Clock wires, drivers and flops:
The bar under the picture is 20 um long.
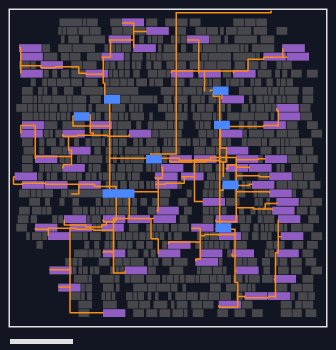
Cells colored by class:
The bar under the picture is 20 um long.
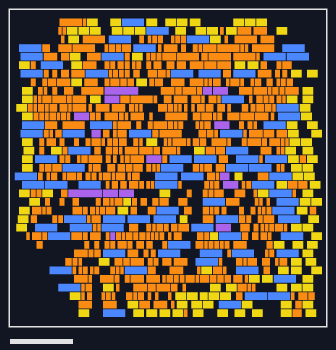
Gate-type map:
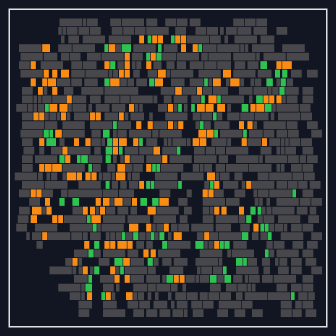
M2 wires:
Cells faint in the background.
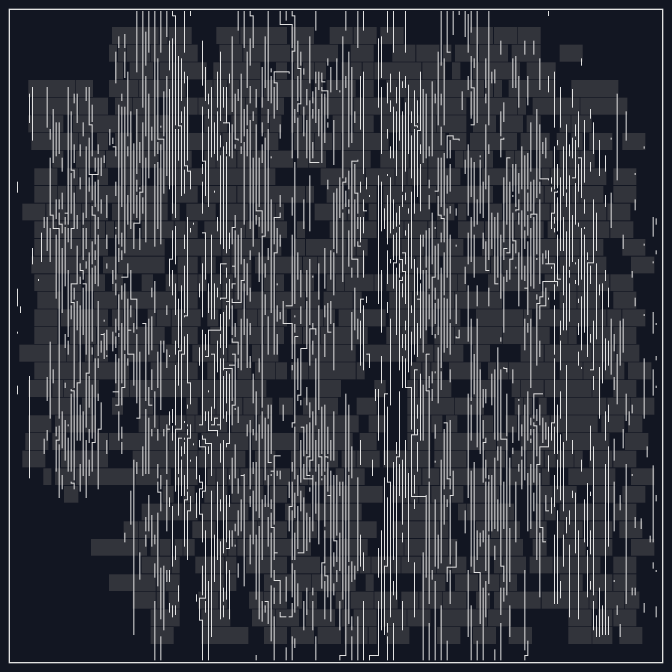
Placement view:
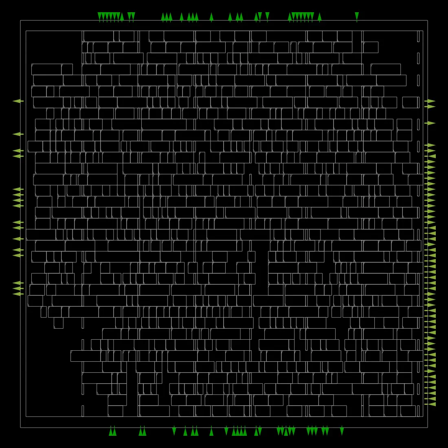
### src/rtl/note_scheduler_if.sv
// Keyboard, chart ROM, dropper pool and score display signals of note_scheduler.
// master = scheduler side, slave = environment side.
interface note_scheduler_if #(
    parameter int unsigned NSLOT = 8
);
    logic [7:0]       keycode;
    logic [7:0]       keycode_second;
    logic [7:0]       chart_addr;
    logic [11:0]      chart_time;
    logic [1:0]       chart_lane;
    logic             chart_last;
    logic [NSLOT-1:0] slot_busy;
    logic [NSLOT-1:0] slot_hit;
    logic [NSLOT-1:0] slot_miss;
    logic [NSLOT-1:0] launch;
    logic [1:0]       launch_lane;
    logic [2:0]       state;
    logic [15:0]      score;
    logic [7:0]       combo;
    logic [7:0]       max_combo;
    logic [7:0]       hit_cnt;
    logic [7:0]       miss_cnt;

    modport master (
        input  keycode, keycode_second, chart_time, chart_lane, chart_last,
               slot_busy, slot_hit, slot_miss,
        output chart_addr, launch, launch_lane, state, score, combo,
               max_combo, hit_cnt, miss_cnt
    );

    modport slave (
        output keycode, keycode_second, chart_time, chart_lane, chart_last,
               slot_busy, slot_hit, slot_miss,
        input  chart_addr, launch, launch_lane, state, score, combo,
               max_combo, hit_cnt, miss_cnt
    );
endinterface

### src/rtl/note_scheduler.sv
// Rhythm-game chart sequencer: launches chart notes into free dropper slots and tallies results.
// Optional pause state (keycode 8'h13) enabled by defining NOTE_SCHED_PAUSE_EN.
module note_scheduler #(
    parameter int unsigned NSLOT      = 8,
    parameter int unsigned HIT_POINTS = 10,
    parameter logic [7:0]  START_KEY  = 8'h2C,
    parameter logic [7:0]  ABORT_KEY  = 8'h01
) (
    input logic              frame_clk,
    input logic              Reset,
    note_scheduler_if.master bus
);
    typedef enum logic [2:0] {
        IDLE   = 3'd0,
        FETCH  = 3'd1,
        WAIT   = 3'd2,
        LAUNCH = 3'd3,
        DRAIN  = 3'd4,
`ifdef NOTE_SCHED_PAUSE_EN
        PAUSED = 3'd6,
`endif
        DONE   = 3'd5
    } state_t;

    state_t           state_q, state_d;
    logic [11:0]      frame_q, frame_d;
    logic [7:0]       addr_q, addr_d;
    logic [NSLOT-1:0] launch_q, launch_d;
    logic [1:0]       lane_q, lane_d;
    logic [15:0]      score_q, score_d;
    logic [7:0]       combo_q, combo_d, maxc_q, maxc_d;
    logic [7:0]       hit_q, hit_d, miss_q, miss_d;

    logic             start_key, abort_key, running, drop;
    logic [NSLOT-1:0] free, free_sel;
    logic [4:0]       h, m;
    logic [31:0]      score_sum;
    logic [8:0]       hit_sum, miss_sum, combo_sum;
    logic [7:0]       combo_new;

    assign start_key = (bus.keycode == START_KEY) || (bus.keycode_second == START_KEY);
    assign abort_key = (bus.keycode == ABORT_KEY) || (bus.keycode_second == ABORT_KEY);
    assign running   = state_q inside {FETCH, WAIT, LAUNCH, DRAIN};
    // Isolate the lowest set bit of the free mask: lowest-numbered free slot.
    assign free      = ~bus.slot_busy;
    assign free_sel  = free & (~free + NSLOT'(1));

`ifdef NOTE_SCHED_PAUSE_EN
    localparam logic [7:0] PAUSE_KEY = 8'h13;
    state_t ret_q, ret_d;
    logic   p_now, p_prev_q, p_rise;
    assign p_now  = (bus.keycode == PAUSE_KEY) || (bus.keycode_second == PAUSE_KEY);
    assign p_rise = p_now && !p_prev_q;
`endif

    always_comb begin
        state_d  = state_q;
        frame_d  = frame_q;
        addr_d   = addr_q;
        launch_d = '0;
        lane_d   = lane_q;
        score_d  = score_q;
        combo_d  = combo_q;
        maxc_d   = maxc_q;
        hit_d    = hit_q;
        miss_d   = miss_q;
        drop     = 1'b0;
`ifdef NOTE_SCHED_PAUSE_EN
        ret_d    = ret_q;
`endif
        case (state_q)
            IDLE: begin
                frame_d = '0;
                addr_d  = '0;
                if (start_key) begin
                    score_d = '0;
                    combo_d = '0;
                    maxc_d  = '0;
                    hit_d   = '0;
                    miss_d  = '0;
                    state_d = FETCH;
                end
            end
            FETCH:  state_d = WAIT;
            WAIT:   if (frame_q >= bus.chart_time) state_d = LAUNCH;
            LAUNCH: begin
                if (free_sel != '0) begin
                    launch_d = free_sel;
                    lane_d   = bus.chart_lane;
                end else begin
                    drop = 1'b1;
                end
                if (bus.chart_last) begin
                    state_d = DRAIN;
                end else begin
                    addr_d  = addr_q + 8'd1;
                    state_d = FETCH;
                end
            end
            DRAIN:  if (bus.slot_busy == '0) state_d = DONE;
            DONE:   state_d = DONE;
`ifdef NOTE_SCHED_PAUSE_EN
            PAUSED: if (p_rise) state_d = ret_q;
`endif
            default: state_d = IDLE;
        endcase

        if (running && frame_q != '1) frame_d = frame_q + 12'd1;

        // Pause and abort both cancel whatever the LAUNCH branch scheduled this cycle.
`ifdef NOTE_SCHED_PAUSE_EN
        if (running && p_rise) begin
            state_d  = PAUSED;
            ret_d    = state_q;
            launch_d = '0;
            lane_d   = lane_q;
            drop     = 1'b0;
            addr_d   = addr_q;
        end
`endif
        if (state_q != IDLE && abort_key) begin
            state_d  = IDLE;
            launch_d = '0;
            lane_d   = lane_q;
            drop     = 1'b0;
            addr_d   = '0;
            frame_d  = '0;
        end

        h         = 5'($countones(bus.slot_hit));
        m         = 5'($countones(bus.slot_miss)) + 5'(drop);
        score_sum = 32'(score_q) + 32'(h) * HIT_POINTS;
        hit_sum   = 9'(hit_q) + 9'(h);
        miss_sum  = 9'(miss_q) + 9'(m);
        combo_sum = (m != '0) ? 9'(h) : 9'(combo_q) + 9'(h);
        combo_new = combo_sum[8] ? 8'hFF : combo_sum[7:0];
        if (state_q != IDLE) begin
            score_d = (score_sum > 32'h0000_FFFF) ? 16'hFFFF : score_sum[15:0];
            hit_d   = hit_sum[8] ? 8'hFF : hit_sum[7:0];
            miss_d  = miss_sum[8] ? 8'hFF : miss_sum[7:0];
            combo_d = combo_new;
            maxc_d  = (combo_new > maxc_q) ? combo_new : maxc_q;
        end
    end

    always_ff @(posedge frame_clk) begin
        if (Reset) begin
            state_q  <= IDLE;
            frame_q  <= '0;
            addr_q   <= '0;
            launch_q <= '0;
            lane_q   <= '0;
            score_q  <= '0;
            combo_q  <= '0;
            maxc_q   <= '0;
            hit_q    <= '0;
            miss_q   <= '0;
        end else begin
            state_q  <= state_d;
            frame_q  <= frame_d;
            addr_q   <= addr_d;
            launch_q <= launch_d;
            lane_q   <= lane_d;
            score_q  <= score_d;
            combo_q  <= combo_d;
            maxc_q   <= maxc_d;
            hit_q    <= hit_d;
            miss_q   <= miss_d;
        end
    end

`ifdef NOTE_SCHED_PAUSE_EN
    always_ff @(posedge frame_clk) begin
        if (Reset) begin
            ret_q    <= IDLE;
            p_prev_q <= 1'b0;
        end else begin
            ret_q    <= ret_d;
            p_prev_q <= p_now;
        end
    end
`endif

    assign bus.state       = state_q;
    assign bus.chart_addr  = addr_q;
    assign bus.launch      = launch_q;
    assign bus.launch_lane = lane_q;
    assign bus.score       = score_q;
    assign bus.combo       = combo_q;
    assign bus.max_combo   = maxc_q;
    assign bus.hit_cnt     = hit_q;
    assign bus.miss_cnt    = miss_q;
endmodule

### src/flat_wrapper.sv
// flat-port wrapper written by rule: the top's interface ports become plain ports
module note_scheduler_flat 
#(
    parameter int unsigned NSLOT      = 8,
    parameter int unsigned HIT_POINTS = 10,
    parameter logic [7:0]  START_KEY  = 8'h2C,
    parameter logic [7:0]  ABORT_KEY  = 8'h01
)
  (frame_clk, Reset, bus_keycode, bus_keycode_second, bus_chart_time, bus_chart_lane, bus_chart_last, bus_slot_busy, bus_slot_hit, bus_slot_miss, bus_chart_addr, bus_launch, bus_launch_lane, bus_state, bus_score, bus_combo, bus_max_combo, bus_hit_cnt, bus_miss_cnt);
  note_scheduler_if #(.NSLOT(NSLOT)) bus_i ();
  input logic frame_clk;
  input logic Reset;
  input wire logic [$bits(bus_i.keycode)-1:0] bus_keycode;
  input wire logic [$bits(bus_i.keycode_second)-1:0] bus_keycode_second;
  input wire logic [$bits(bus_i.chart_time)-1:0] bus_chart_time;
  input wire logic [$bits(bus_i.chart_lane)-1:0] bus_chart_lane;
  input wire logic [$bits(bus_i.chart_last)-1:0] bus_chart_last;
  input wire logic [$bits(bus_i.slot_busy)-1:0] bus_slot_busy;
  input wire logic [$bits(bus_i.slot_hit)-1:0] bus_slot_hit;
  input wire logic [$bits(bus_i.slot_miss)-1:0] bus_slot_miss;
  output wire logic [$bits(bus_i.chart_addr)-1:0] bus_chart_addr;
  output wire logic [$bits(bus_i.launch)-1:0] bus_launch;
  output wire logic [$bits(bus_i.launch_lane)-1:0] bus_launch_lane;
  output wire logic [$bits(bus_i.state)-1:0] bus_state;
  output wire logic [$bits(bus_i.score)-1:0] bus_score;
  output wire logic [$bits(bus_i.combo)-1:0] bus_combo;
  output wire logic [$bits(bus_i.max_combo)-1:0] bus_max_combo;
  output wire logic [$bits(bus_i.hit_cnt)-1:0] bus_hit_cnt;
  output wire logic [$bits(bus_i.miss_cnt)-1:0] bus_miss_cnt;
  assign bus_i.keycode = bus_keycode;
  assign bus_i.keycode_second = bus_keycode_second;
  assign bus_i.chart_time = bus_chart_time;
  assign bus_i.chart_lane = bus_chart_lane;
  assign bus_i.chart_last = bus_chart_last;
  assign bus_i.slot_busy = bus_slot_busy;
  assign bus_i.slot_hit = bus_slot_hit;
  assign bus_i.slot_miss = bus_slot_miss;
  assign bus_chart_addr = bus_i.chart_addr;
  assign bus_launch = bus_i.launch;
  assign bus_launch_lane = bus_i.launch_lane;
  assign bus_state = bus_i.state;
  assign bus_score = bus_i.score;
  assign bus_combo = bus_i.combo;
  assign bus_max_combo = bus_i.max_combo;
  assign bus_hit_cnt = bus_i.hit_cnt;
  assign bus_miss_cnt = bus_i.miss_cnt;
  note_scheduler #(.NSLOT(NSLOT), .HIT_POINTS(HIT_POINTS), .START_KEY(START_KEY), .ABORT_KEY(ABORT_KEY)) u_core (.frame_clk(frame_clk), .Reset(Reset), .bus(bus_i));
endmodule
### config.mk
export PLATFORM = sky130hd
export DESIGN_NAME = note_scheduler_flat
export DESIGN_NICKNAME = d
export VERILOG_FILES = /design/src/rtl/note_scheduler_if.sv /design/src/rtl/note_scheduler.sv /design/src/flat_wrapper.sv
export SDC_FILE = /design/constraint.sdc
export NUM_CORES = 1
export LEC_CHECK = 0
export CORE_UTILIZATION = 55
export DETAILED_ROUTE_END_ITERATION = 10
export PLACE_DENSITY = 0.87
export SLEW_MARGIN = 25
export SYNTH_ARGS = -nofsm -noshare
export SYNTH_HDL_FRONTEND = slang
export SYNTH_SLANG_ARGS = --single-unit
### constraint.sdc
create_clock -name frame_clk -period 10.4 [get_ports frame_clk]
set_input_delay 1.04 -clock frame_clk [delete_from_list [all_inputs] [get_ports frame_clk]]
set_output_delay 1.04 -clock frame_clk [all_outputs]
set_load 0.02 [all_outputs]
==> deck_impl_summary.md <==
Implementation Results

Outcome
  • Run status: complete, no violations

Layout
  • Comb area: roughly 3500 um^2
  • Logic share of the area: 0.500
  • Share of layout cells above drive strength 1: 0.0456
  • Register Area: around 1600 um^2
  • Largest register FFs: 16
  • # diodes: 0
  • Nets: between 800 and 900
  • Clock buffers: 9
  • Inverter count: ~45
  • Non-clk buf share: 0.187
  • Bufs w/o clock: around 130

Timing
  • Pins Over Slew Limit: 0
  • Fin crit share: 0.634
  • Slew margin rel.: 0.348
  • Final Critical Period: 6.59 ns
  • Setup violations, final: 0
  • Final Hold Slack: around 0.48 ns
  • Crit path setup slack, layout: approximately 3.8 ns
  • Setup_tns: 0 ns

Yosys
  • Mux contribution to synthesized area: 0.00774
  • Number of distinct library cells after synthesis: about 63
  • Yosys Chip Area: between 5000 and 6000 um^2
  • Seq/Total Area, Yosys: 0.304
  • Syn_nets: about 770
  • Flip-flops with a built-in enable: 0
  • Xor/xnor share: 0.0312
  • Synth Area per Inst: a little over 8 um^2
  • Yosys warning total: 0
  • Flops after synth: ~80
  • Dominant flop cell: dfxtp_1
  • Mapped Area: about 5300 um^2

Clock tree
  • CTS Buf Count: 9
  • CTS tree: done
  • Clk root buf: clkbuf_8
  • Clock slew at reported path FFs: roughly 0.08 ns
  • Clock buffer depth: 2
  • # clock sinks: between 80 and 90
  • Post-CTS Setup Repair Bufs: 0
  • Post-cts resize count: 0
  • Hold_buf cts: 0

Critical path
  • Worst endpoint required time: around 11 ns
  • Reg-to-Reg Start: u_core.bus.state[2]$_SDFFE_PP0P_
  • Critical path type: input port to register
  • Reg2reg end: u_core.bus.max_combo[7]$_SDFFE_PP0P_
  • Largest fanout on the critical path: 13
  • Cell at the slowest stage of the critical path: o21ai_1
  • CP bufs+invs: 3
  • Arrival time at the worst endpoint: roughly 6.8 ns
  • Worst setup endpoint: u_core.bus.max_combo[7]$_SDFFE_PP0P_
  • Most Frequent Cell on Critical Path: ha_1
  • R2r setup slk: between 5 and 6 ns
  • Reg2Reg Depth: 16
  • CP cell instances: clkdlybuf4s50_1 -> ha_1 -> inv_1 -> fa_1 -> inv_1 -> fa_1 -> ha_1 -> fa_1 -> ha_1 -> nand2_1 -> o21ai_1 -> or4b_4 -> o211ai_1 -> ha_1 -> nor2b_1 -> o211ai_1 -> a21oi_1 -> o21ai_1 -> nor2_1 -> a32o_1
  • Crit-path leading delay family: adder cells
  • CP startpoint: bus_slot_hit[5]

Hold path
  • HP Class: register to register
  • HP Start: u_core.bus.score[5]$_SDFFE_PP0P_
  • Hold path depth: 2
  • Hold Path End: u_core.bus.score[5]$_SDFFE_PP0P_

Placed design
  • Gpl congestion: 0.861
  • PortBufs: between 100 and 150
  • Dpl ws: approximately 3.2 ns
  • Post-DP HPWL: between 10 and 15 mm

Power and ir drop
  • Final Power: 1.12 mW
  • Net switching power figure: between 400 and 500 uW
  • Gate power share: 0.455
  • Worst VDD drop: 0.117 mV
  • Internal power: between 600 and 700 uW
  • Flop pwr share: 0.315
  • Sw frac: 0.395

GRT
  • GR Overflow Total: 0
  • Initial antenna violation count: 0
  • Vias in the first global route: 5150
  • Global-route usage over all layers: 0.292
  • Pin count of the biggest net entering global routing: between 40 and 50

Floorplanning
  • Floorplan utilization: 0.572
  • Die X: 101 um

Route
  • WL/cell: approximately 16 um
  • Vias per inst: roughly 5.9
  • Initial DRC count: between 300 and 400
  • DRC viols: 0
  • 1st-pass router iterations: 5

Job
  • Max-cap violation count: 0
  • Tool warnings: 27
About 'clock wires, drivers and flops':
[flip-flops] purple | count: 81
[clock wires] orange | length: 1030 um
[cells driving clock nets] blue | count: 9
routed clock nets: 10
clk_skew: 0.0154 ns
clk pwr: 258 uW
clock network fraction of total power: 0.230
Clock Latency Late Sink: 0.36 ns

About 'cells colored by class':
[clock drivers and dummy loads] purple | cells: 15 | share of their area: 3.2%
[flip-flops] blue | cells: 81 | share of their area: 24%
[other buffers and delay cells] yellow | cells: 130 | share of their area: 19%
[all other logic] orange | cells: 542 | share of their area: 54%
FP Rows: 35
Final Util: 0.741
final instance area: 6910 um^2
Seq/total area: 0.235

About 'gate-type map':
[NAND gates] green | cells: 91
[inverting AOI/OAI gates] orange | cells: 143
Finished Layout Cells: 897
Top cell excl fill/tap: clkdlybuf4s50_1

About 'M2 wires':
main direction: vertical
longest straight run: 40.3 um
vias after detailed routing: 5299
Detailed Route WL: 14.5 mm
met2 GRT Util: 0.502

About 'placement view':
core area: 9330 um^2
Fillers: 701
Well Taps: 129
FF+latch count: 81

cell families after synthesis:
| family | after synthesis |
|---|---|
| and+or+nand+nor | 236 |
| xor gates and xnor gates | 19 |
| muxes | 4 |
| AOI/OAI and AO/OA | 167 |
| buffers and inverters | 68 |
| adders and majority gates | 71 |
| DFF | 81 |
power by group through the flow:
stage | Clock [mW] | Sequential, mW | Combinational [mW]
CTS | 0.257 | 0.352 | 0.505
finish | 0.258 | 0.353 | 0.509
global route | 0.268 | 0.355 | 0.564
floorplan | 0 | 0.371 | 0.334
detailed placement | 0 | 0.359 | 0.499
global placement | 0 | 0.358 | 0.476
stage by stage:
stage                     std cells  area (um^2)
final                           897         6910
after global routing            897         6910
after CTS                       897         6910
after detailed placement        882         6690
after global placement          882         6690
after floorplan                 646         5340
Yosys cell counts (5+ instances only):
master    count  area (um^2)
o21ai_0      29          145
xor2_1       11         96.3
nor2_1       63          236
nand2_1      47          176
nor4_1        9         56.3
a21oi_1      68          340
xnor2_1       8         70.1
nand4_1       8         50.1
nor3_1       19         95.1
nand2b_1      9         56.3
nand3_1      23          115
or3_1         6         37.5
or2_2         5         31.3
clkbuf_1     18         67.6
o211ai_1      9         67.6
a21o_1        9         67.6
dfxtp_1      81         1620
fa_1         14          280
ha_1         57          713
inv_1        45          169
and3_1        7         43.8
a31oi_1       9         56.3
a22oi_1       8         60.1
nor2b_1      12         75.1
per-layer routing:
| layer | GRT usage | up-vias | share of wire |
|---|---|---|---|
| met5 | 0 | - | 0 |
| met4 | 0.123 | 0 | 0.031 |
| met3 | 0.0444 | 40 | 0.063 |
| met2 | 0.502 | 218 | 0.49 |
| met1 | 0.365 | 2490 | 0.42 |
| li1 | - | 2551 | - |
Power figures rest on the tool's default switching activity, not on a simulated workload.
